Design filter_loader, sky130hd; sources not shown.
The clock network:
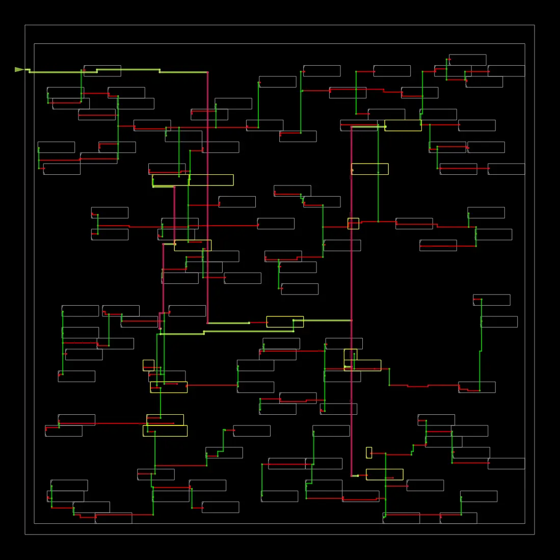
total number of clock tree sinks: 103
Worst Clk Skew: 0.007349 ns
number of buffers created by CTS: 9
clk_lat worst skew: 0.35 ns

Cell area per tile:
Scale: 2 px per µm. The die is cut into 13 by 13 equal tiles; black is low, pale yellow is high, 0 to 100% covered.
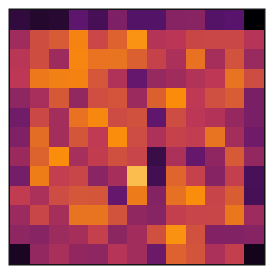
The fullest tile reaches 86%. 3.6% of the tiles are over 75% full. The mean over all tiles is 48%. 0.60% of the tiles are nearly empty.
core area: 14,640 µm²
final cell utilization of the core: 0.5454
initial core utilization: 0.4240

Clock network drawn from the DEF:
Scale: 4 px per µm.
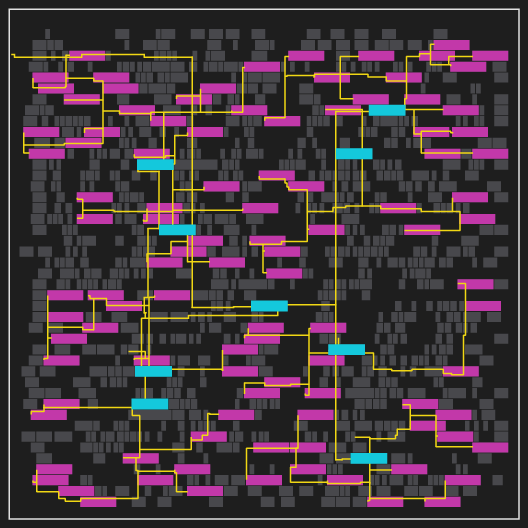
Key: clock-net drivers = cyan [count 9]; clock wires = yellow [length 1,490 µm]; flip-flops = magenta [count 103]
There are 10 routed clock nets.
total clock network power: 0.903 mW
relative contribution of the clock network to total power: 0.187

Cells coloured by class:
Scale: 3 px per µm. Fill, decap, tap and diode cells in grey.
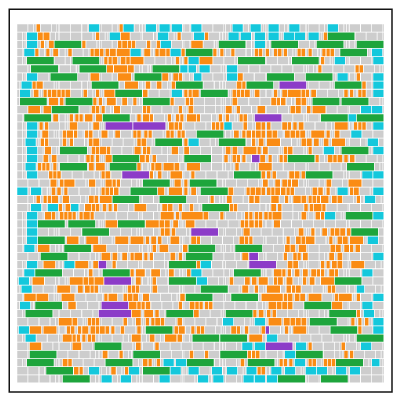
Key: clock drivers and dummy loads = purple [cells 15]; remaining buffers and delay cells = cyan [cells 133]; registers = green [cells 103]; remaining logic cells = orange [cells 682]
number of core rows: 44
register share of the cell area: 0.3227
cell area after layout: 7986 µm²

==> summary.txt <==
Main metrics from the flow reports.

The run finished with clean final reports. The repair_antennas step left the layout with diodes totalling 0. The final weighted congestion in routability-driven placement is 0.8610. The synthesis report gives the async set-or-reset register share as 1.000. The die boundary width is 127.1 µm. The setup slack after placement came out at 1.008 ns.

The final number of setup-violating endpoints is 0. The final timing report lists a max-slew violation count of 0. The cell-mix breakdown from Yosys lists the XOR/XNOR area share as 0.02257. The cell with the most instances on the worst path is nand2_1. In this run the critical path is formed by clkdlybuf4s50_1 -> ha_1 -> inv_1 -> fa_1 -> o31ai_1 -> nand3_1 -> nand2_1 -> nand2_1 -> nor2_1 -> o21ai_0 -> nand2_1 -> nand2_1 -> nor2_1.

The critical path depth in cells came out at 13. The layout net count came out at 1,020. The minimum hold slack came out at about 0.47 ns.

In this run, the synthesized area fraction spent on AND-OR/OR-AND gates is recorded as 0.1338. Per the CTS log, the root buffer master is clkbuf_16. The detail-routed net length per standard cell came out at 14.94 µm. The total overflow reported by the global router is 0. Per the timing report, the achievable frequency comes out to 0.3489 GHz. The maximum ir drop on the vdd rail came out at 231.3 µV.

The element type at the critical path start is an input pin. The power report puts the leakage power at 3.816 nW. The depth of the CTS H-tree is 3. The worst setup path is captured at a flip-flop. The number of standard cells in the final layout excluding fillers came out at 1,117. The count of warning messages emitted by the tools is 30. Note, the detailed placer reported a final HPWL of 12,540 µm. The worst max-slew margin expressed relative to the limit is 0.4059. The area growth from synthesis to layout is 28.64%. The number of placed instances, taps included, is 1,102. The power density of the placed cells is roughly 600 nW/µm².

The buffer count from post-CTS setup fixing came out at 0. Across the run, the number of max-cap violations was 0. The number of stages on the worst hold path came out at 2. The post-synth design cell area came out at 6208 µm².

The slack of the worst reg-to-reg path is 1.97 ns. On the worst path, the slowest cell contributes a delay of 0.49 ns. Per the post-run analysis, buffers plus inverters along the critical path come to 2. In this run the tool buffered the top-level ports with 126 buffer cells. The total die size is 16,140 µm². In this run the worst hold path is classified as flip-flop to flip-flop. For reference, the final report shows the hold violation count at 0. For this run, the register share of the synthesized area comes to 0.4152. The number of distinct standard cells referenced by the synthesized netlist is a little over 40. The flip-flop and latch count after synthesis came out at between 100 and 150. The number of cells on the worst reg-to-reg path came out at 14. Once routing completed, OpenROAD measured the worst setup slack at 1.374 ns. Setup repair after global routing left no endpoint under its margin. The number of cells upsized or downsized after cts came out at 0. The cell total in the yosys stat output came out at 806. The initial antenna violation count came out at 0.

The data required time reported for the critical path is 4.52 ns. The adder and majority gate portion of the synthesized area came out at 0.08102. The synthesis log from Yosys contains 0 warnings. The boundary pin count came out at 127. The data arrival time of the worst path came out at 3.15 ns. The post-CTS clock slew at the launch and capture registers of the worst setup and hold paths came out at roughly 0.070 ns.

The number of hold buffers added after CTS is 0. The aggregate routed wire length came out at between 15,000 and 20,000 µm. The final timing report derives a shortest allowable period of 2.866 ns. The register with the most flip-flops in the layout has 24 of them. In this run the deepest clock path goes through 2 buffers. The share of layout cells above drive strength 1 came out at 0.06538. Grouping stages by cell kind, the critical path spends the most delay in simple AND/OR/NAND/NOR gates. The all-layer global routing usage came out at 0.2149. The final timing summary puts the cycle share of the worst path at 0.6760.

The basic-gate share of the synthesized area counting and, or, nand and nor cells came out at 0.2600. The chip area estimate from yosys synthesis came out at 6208 µm². The category of the most critical setup path is input pin to flip-flop.

For this run, the detailed router reports a per-instance via density of 5.126. The CTS tree is built. The synthesized design contains 0 enable-type register cells. The number of global-route vias before repair is 5,662. The number of standard cells after synthesis is 806. The sum of negative setup slack came out at 0 ns. The design draws about 4.8 mW.

The vertical die size came out at 127.1 µm. The transition time recorded at the tightest slew-check pin is 0.8911 ns. The cell with the largest stage delay on the worst path is clkdlybuf4s50_1. The wire length of the first global-routing pass came out at 27,910 µm.

The highest fanout seen on the critical path came out at 4. The post-detailed-placement cell area came out at 7674 µm². The violation count after the first detailed-route iteration is around 260. The number of vias after detailed routing came out at 5,726. The multiplexer area fraction after synthesis is 0.02539.

The remaining antenna violation count is 0. The total nets after synthesis came out at 897. Looking at the cell usage after synthesis, the top flip-flop cell is dfrtp_1. The residual DRC count came out at 0.

For reference, the post-synthesis area per instance comes to 7.703 µm². The first-pass iteration count of the detailed router is 4. Entering global routing, the biggest net connects 68 pins.

Yosys shows that the main logic family after synthesis is simple AND/OR/NAND/NOR gates.
[power by group]
group | leakage [nW] | total (mW) | switching, mW | internal, mW
Sequential | 1.32 | 1.66 | 0.284 | 1.38
Clock | 0.145 | 0.903 | 0.386 | 0.516
Combinational | 2.35 | 2.26 | 1.16 | 1.09
[kinds of logic after synthesis]
group | count (synthesis)
and+or+nand+nor | 380
xor gates and xnor gates | 16
DFF | 103
buffers and inverters | 102
adders and majority gates | 39
muxes | 14
AOI/OAI and AO/OA | 152
[layout by cell type, fill, tap and decap left out, types with 4 or more instances in the layout]
master           instances
inv_1                   79
mux2_2                  14
ha_1                    37
nor2_1                  53
nand2_2                  9
nand2_1                233
nand3_1                 51
o21ai_0                 68
clkbuf_16                9
clkdlybuf4s50_1        125
a21oi_1                 52
xor2_1                   7
dfrtp_1                103
o22ai_1                 12
nand4_1                 11
nor2_2                   4
xnor2_1                  9
buf_4                    8
[cell type report]
type	instances	area [µm²]
tap	184	230.2
inverter	81	304.0
sequential	103	2577
clock buffer	10	229.0
fill	1418	6658
clock inverter	5	83.83
multi-input combinational	601	3251
timing repair buffer	133	1311
[synth_stat cells (all sizes together), types with 6 or more instances]
cell | count | area share
nand2 | 242 | 0.15
dfrtp | 103 | 0.42
inv | 81 | 0.049
o21ai | 71 | 0.058
nor2 | 59 | 0.039
nand3 | 54 | 0.046
a21oi | 53 | 0.043
ha | 37 | 0.075
clkbuf | 15 | 0.0091
mux2 | 14 | 0.025
o22ai | 12 | 0.012
nand4 | 11 | 0.011
xnor2 | 9 | 0.013
xor2 | 7 | 0.0099
buf | 6 | 0.0040
[layer usage]
metal  global-route usage  part of all wire  up-vias
li1                     -                 -     2905
met1               0.2668              0.45     2668
met2               0.3839              0.50      131
met3              0.02931             0.033       22
met4              0.07563             0.018        0
met5                    0                 0        -
No activity file was given, so power comes from the tool's default toggle rates.
